## config.mk

```make
export PLATFORM = sky130hd
export DESIGN_NAME = sgd_dispatch_mc
export DESIGN_NICKNAME = d
export VERILOG_FILES = /design/src/rtl/sgd_dispatch_mc.sv
export SDC_FILE = /design/constraint.sdc
export NUM_CORES = 2
export LEC_CHECK = 0
export CORE_AREA = 2 2 560 562
export CTS_CLUSTER_SIZE = 8
export DETAILED_ROUTE_END_ITERATION = 8
export DIE_AREA = 0 0 562 564
export SYNTH_ARGS = -nofsm -noshare
export SYNTH_HDL_FRONTEND = slang
export SYNTH_SLANG_ARGS = --single-unit
```

## constraint.sdc

```tcl
create_clock -name clk -period 2.4 [get_ports clk]
set_input_delay 0.48 -clock clk [delete_from_list [all_inputs] [get_ports clk]]
set_output_delay 0.48 -clock clk [all_outputs]
set_load 0.005 [all_outputs]
```

## src/rtl/sgd_dispatch_mc.sv

```systemverilog
// Response dispatcher: routes tagged read-response beats to the A channel FIFOs,
// or unpacks them into B slices with back-pressure. Also exports status counters.
module sgd_dispatch_mc #(
    parameter int              DATA_W      = 512,
    parameter int              NUM_BANKS   = 8,
    parameter int              B_LANE_W    = 32,
    parameter int              NUM_A_CH    = 2,
    parameter int              TAG_W       = 8,
    parameter logic [TAG_W-1:0] A_TAG_BASE = 8'h00,
    parameter logic [TAG_W-1:0] B_TAG      = 8'h80,
    parameter bit              B_LSB_FIRST = 1'b1
) (
    input  logic                            clk,
    input  logic                            rst_n,
    input  logic                            started,
    input  logic [TAG_W-1:0]                rx_tag,
    input  logic [DATA_W-1:0]               rx_data,
    input  logic                            rx_valid,
    output logic                            rx_ready,
    output logic [DATA_W-1:0]               a_data,
    output logic [NUM_A_CH-1:0]             a_wr_en,
    input  logic [NUM_A_CH-1:0]             a_almost_full,
    output logic [B_LANE_W*NUM_BANKS-1:0]   b_data,
    output logic                            b_wr_en,
    input  logic                            b_almost_full,
    output logic [31:0]                     cnt_a_beats,
    output logic [31:0]                     cnt_b_lines,
    output logic [31:0]                     cnt_stall,
    output logic [31:0]                     cnt_bad_tag,
    output logic                            err_bad_tag
);

    localparam int B_SLICE_W = B_LANE_W * NUM_BANKS;
    localparam int NSLICE    = DATA_W / B_SLICE_W;
    localparam int IDX_W     = (NSLICE > 1) ? $clog2(NSLICE) : 1;

    typedef enum logic {
        B_IDLE,
        B_DRAIN
    } b_state_t;

    b_state_t                r_b_state;
    b_state_t                w_b_state_nxt;

    logic                    r_started;
    logic                    r_rx_ready;
    logic [DATA_W-1:0]       r_a_data;
    logic [NUM_A_CH-1:0]     r_a_wr_en;
    logic [DATA_W-1:0]       r_b_buf;
    logic [IDX_W-1:0]        r_slice_idx;
    logic                    r_b_cnt;
    logic [B_SLICE_W-1:0]    r_b_data;
    logic                    r_b_wr_en;
    logic [31:0]             r_cnt_a_beats;
    logic [31:0]             r_cnt_b_lines;
    logic [31:0]             r_cnt_stall;
    logic [31:0]             r_cnt_bad_tag;
    logic                    r_err_bad_tag;

    logic                    w_acc;
    logic [TAG_W-1:0]        w_a_off;
    logic                    w_is_a;
    logic                    w_is_b;
    logic                    w_acc_a;
    logic                    w_acc_b;
    logic                    w_acc_bad;
    logic [NUM_A_CH-1:0]     w_a_onehot;
    logic                    w_b_load;
    logic                    w_b_issue;
    logic                    w_b_last;
    logic [IDX_W-1:0]        w_sel;
    logic [B_SLICE_W-1:0]    w_slice;
    logic                    w_rx_ready_nxt;

    // Tag decode; the offset wraps in TAG_W bits so a single compare covers the A range.
    assign w_acc     = rx_valid & r_rx_ready;
    assign w_a_off   = rx_tag - A_TAG_BASE;
    assign w_is_a    = (w_a_off < TAG_W'(NUM_A_CH));
    assign w_is_b    = (rx_tag == B_TAG) & ~w_is_a;
    assign w_acc_a   = w_acc & w_is_a;
    assign w_acc_b   = w_acc & w_is_b;
    assign w_acc_bad = w_acc & ~w_is_a & ~w_is_b;

    always_comb begin
        w_a_onehot = '0;
        for (int unsigned i = 0; i < NUM_A_CH; i++) begin
            if (w_acc_a && (w_a_off == TAG_W'(i))) begin
                w_a_onehot[i] = 1'b1;
            end
        end
    end

    // Ready stays low while a B line is buffered, so one line of storage is enough.
    assign w_rx_ready_nxt = r_started & ~|a_almost_full & ~b_almost_full
                          & ~r_b_cnt & ~w_acc_b;

    assign w_b_last = (r_slice_idx == IDX_W'(NSLICE - 1));
    assign w_sel    = B_LSB_FIRST ? r_slice_idx : (IDX_W'(NSLICE - 1) - r_slice_idx);

    always_comb begin
        w_slice = '0;
        for (int unsigned s = 0; s < NSLICE; s++) begin
            if (w_sel == IDX_W'(s)) begin
                w_slice = r_b_buf[s*B_SLICE_W +: B_SLICE_W];
            end
        end
    end

    always_ff @(posedge clk) begin
        if (!rst_n) begin
            r_b_state <= B_IDLE;
        end else begin
            r_b_state <= w_b_state_nxt;
        end
    end

    always_comb begin
        w_b_state_nxt = r_b_state;
        w_b_load      = 1'b0;
        w_b_issue     = 1'b0;
        case (r_b_state)
            B_IDLE: begin
                if (w_acc_b) begin
                    w_b_load      = 1'b1;
                    w_b_state_nxt = B_DRAIN;
                end
            end
            B_DRAIN: begin
                if (!b_almost_full) begin
                    w_b_issue = 1'b1;
                    if (w_b_last) begin
                        w_b_state_nxt = B_IDLE;
                    end
                end
            end
            default: w_b_state_nxt = B_IDLE;
        endcase
    end

    always_ff @(posedge clk) begin
        if (!rst_n) begin
            r_started     <= 1'b0;
            r_rx_ready    <= 1'b0;
            r_a_data      <= '0;
            r_a_wr_en     <= '0;
            r_b_buf       <= '0;
            r_slice_idx   <= '0;
            r_b_cnt       <= 1'b0;
            r_b_data      <= '0;
            r_b_wr_en     <= 1'b0;
            r_cnt_a_beats <= '0;
            r_cnt_b_lines <= '0;
            r_cnt_stall   <= '0;
            r_cnt_bad_tag <= '0;
            r_err_bad_tag <= 1'b0;
        end else begin
            r_started  <= r_started | started;
            r_rx_ready <= w_rx_ready_nxt;

            r_a_wr_en <= w_a_onehot;
            if (w_acc_a) begin
                r_a_data <= rx_data;
            end

            if (w_b_load) begin
                r_b_buf     <= rx_data;
                r_slice_idx <= '0;
                r_b_cnt     <= 1'b1;
            end

            r_b_wr_en <= w_b_issue;
            if (w_b_issue) begin
                r_b_data    <= w_slice;
                r_slice_idx <= r_slice_idx + IDX_W'(1);
                if (w_b_last) begin
                    r_b_cnt <= 1'b0;
                end
            end

            if (w_acc_a) begin
                r_cnt_a_beats <= r_cnt_a_beats + 32'd1;
            end
            if (w_acc_b) begin
                r_cnt_b_lines <= r_cnt_b_lines + 32'd1;
            end
            if (r_started && !r_rx_ready) begin
                r_cnt_stall <= r_cnt_stall + 32'd1;
            end
            if (w_acc_bad) begin
                r_cnt_bad_tag <= r_cnt_bad_tag + 32'd1;
                r_err_bad_tag <= 1'b1;
            end
        end
    end

    assign rx_ready    = r_rx_ready;
    assign a_data      = r_a_data;
    assign a_wr_en     = r_a_wr_en;
    assign b_data      = r_b_data;
    assign b_wr_en     = r_b_wr_en;
    assign cnt_a_beats = r_cnt_a_beats;
    assign cnt_b_lines = r_cnt_b_lines;
    assign cnt_stall   = r_cnt_stall;
    assign cnt_bad_tag = r_cnt_bad_tag;
    assign err_bad_tag = r_err_bad_tag;

endmodule

```

Clock nets:
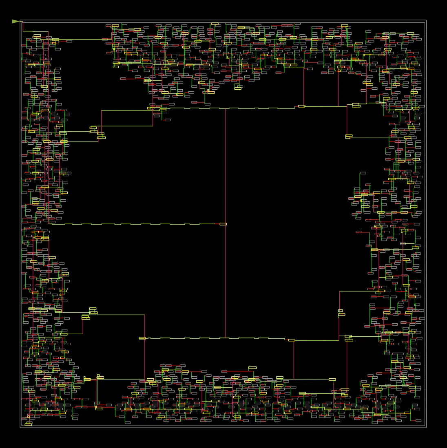
Final Skew: 0.0655 ns
Clk Latency, worst-skew pair: 0.86 ns
Num CTS Buffers: 203

Placement density heat map:
Scale: 0.5 px per um. The die is cut into 28 by 28 equal tiles; black is low, pale yellow is high, 0 to 100% covered.
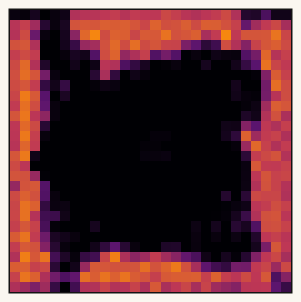
The fullest tile reaches 73%. The emptiest ninth of the die: middle. 42% of the tiles are nearly empty.
floorplan core density: 17.0%
core box area: 311000 sq um
Core Util, Final: 25.5%

Pin placement:
Scale: 0.5 px per um. Pins as bars across the die edge, other pins in gray.
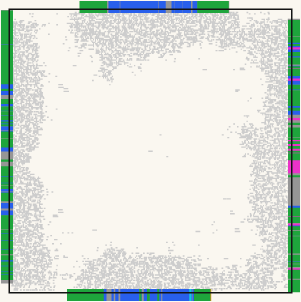
Key: cyan = `b_wr_en` [pins 1, direction output, edge bottom]; blue = `b_data` [pins 256, direction output, edge 78 left, 69 top, 66 bottom, 43 right]; orange = `rx_tag` [pins 8, direction input, edge bottom]; magenta = `cnt_bad_tag` [pins 32, direction output, edge right]; green = `rx_data` [pins 512, direction input, edge 163 left, 131 right, 119 top, 99 bottom]
Die Span X: 562 um
die height: 564 um
I/O Buffers: 1427

Placement by cell class:
Scale: 1 px per um.
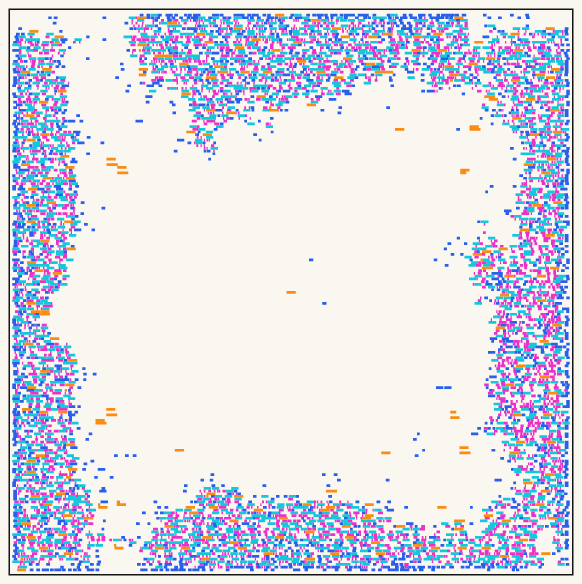
Key: magenta = combinational and other logic [cells 3934, share of their area 31%]; orange = clock drivers and dummy loads [cells 230, share of their area 7.5%]; cyan = flops [cells 1417, share of their area 39%]; blue = other buffers and delay cells [cells 1715, share of their area 23%]
flop share of the area: 35.9%
# rows: 205

## through the flow
step	power (uW)	worst slack (ns)	instances
6_report	51800	0.0529	11500
5_1_grt	53400	0.00193	11500
4_1_cts	52500	0.000455	11400
3_5_place_dp	26000	-0.761	11200
3_3_place_gp	26000	-0.745	11200
2_1_floorplan	24400	-0.0284	5808
## area by class of cell
type	instances	area, sq um	share of cell area (%)
Inverter	22	90.1	0.114
Antenna cell	56	140	0.177
Multi-Input combinational cell	3912	22600	28.5
Sequential cell	1417	28400	35.9
Tap cell	4140	5180	6.55
Clock inverter	19	418	0.528
Clock buffer	211	5150	6.51
Timing Repair Buffer	1715	17200	21.7
## worst register-to-register path, cell delays in order (launching register included)
cell	delay (ns)
dfxtp_1	0.42
ha_1	0.21
nand3b_1	0.11
or4_1	0.57
buf_12	0.18
or4_1	0.50
a21oi_1	0.15
## cells by family (layout without fill, tap and decap cells)
family                     after synthesis  in the layout  share of synthesized area (%)
xor gates and xnor gates                18             18                          0.298
buffers and inverters                  479           1967                           3.74
muxes                                  800            800                           15.1
other                                    0             56                              0
and+or+nand+nor                       2156           2156                           16.7
AOI/OAI and AO/OA                      934            934                           10.4
adders and majority gates                4              4                         0.0946
DFF                                   1417           1417                           53.6
## layer usage
layer	wire, um	up-vias
li1	-	22700
met1	111000	22900
met2	118000	2034
met3	32600	531
met4	11900	98
met5	829	-
## Yosys cell counts (37+ instances only)
cell	n	area (sq um)
dfxtp_1	1417	28400
nand2_1	1096	4110
a21oi_1	590	2950
nand3_1	37	185
o31ai_1	48	360
a211oi_1	256	1920
or4_1	55	413
buf_1	38	143
clkbuf_1	318	1190
mux2i_1	800	8010
nor2_1	792	2970
buf_2	83	415
## worst paths after layout
| kind | start | to | slack, ns | cells past startpoint |
|---|---|---|---|---|
| hold / removal | rx_data[61] | a_data[61] | 0.21 | 3 |
| setup reg to reg | cnt_stall[1] | cnt_stall[20] | 0.18 | 6 |
| setup / recovery | rx_tag[5] | r_b_buf[37] | 0.05 | 8 |
| hold reg to reg | r_b_cnt | rx_ready | 0.42 | 1 |
## report_power, final
group | switching (uW) | internal, uW
clock | 10700 | 15600
combinational | 992 | 942
sequential | 7.20 | 23600
## state kept, by name, summed over array words and instances, names as in the netlist, 2 cells and up
signal and flops:
a_data 512, a_wr_en 2, b_data 256, cnt_a_beats 32, cnt_b_lines 32, cnt_bad_tag 32
cnt_stall 32, r_b_buf 512
## timing repair
action / in CTS / in global routing
gates resized: 142 / 22
setup endpoints to repair: 136 / 23
setup buffers: 0 / 0
==> impl_metrics.env <==
# implementation run metrics
export IMPL_outcome="completed"
export IMPL_avgSynthCellArea_sq_um=9.11
export IMPL_period_used_pct=97.8
export IMPL_synthCells=5808
export IMPL_worstPathRequired_ns=3.10
export IMPL_clock_tree_buffer_depth=4
export IMPL_critical_path_class="input port to flop"
export IMPL_max_vdd_ir_drop_uv=596
export IMPL_p_per_area_nw_per_um2=655
export IMPL_lay_top_cells="dfxtp_1 (1380), clkdlybuf4s50_1 (1289), nand2_1 (1096), mux2i_1 (800), nor2_1 (792)"
export IMPL_relSlewSlack_pct=47.3
export IMPL_p_leak_uw=0.0253
export IMPL_path_buffers=4
export IMPL_hpwlAfterDp_mm=220
export IMPL_finalCriticalPeriod_ns=2.35
export IMPL_hold_class="input port to flop"
export IMPL_lay_top_count="dfxtp_1"
export IMPL_dieArea_sq_um=317000
export IMPL_fillers=33600
export IMPL_max_freq_mhz=426
export IMPL_crit_path_end_kind="flop"
export IMPL_layout_nets=7802
export IMPL_htree_num_levels=4
export IMPL_synth_cell_types=43
export IMPL_crit_fanout=31
export IMPL_dpl_cell_area_sq_um=73500
export IMPL_fp_nets=6339
export IMPL_grt_ovfl_total=0
export IMPL_grtUsageMet3_pct=8.34
export IMPL_worstPathCellList="clkdlybuf4s50_1, or4_4, nor4_2, buf_4, buf_12, buf_12, mux2i_1, nor2_1"
export IMPL_ios=1428
export IMPL_holdWs_ns=0.207
export IMPL_setup_violations_final=0
export IMPL_drv_slew=0
export IMPL_numSynthFlops=1417
export IMPL_tightestPinTransition_ns=0.790
export IMPL_grtUsageMet1_pct=19.5
export IMPL_syn_area_sq_um=52900
Power figures rest on the tool's default switching activity, not on a simulated workload.
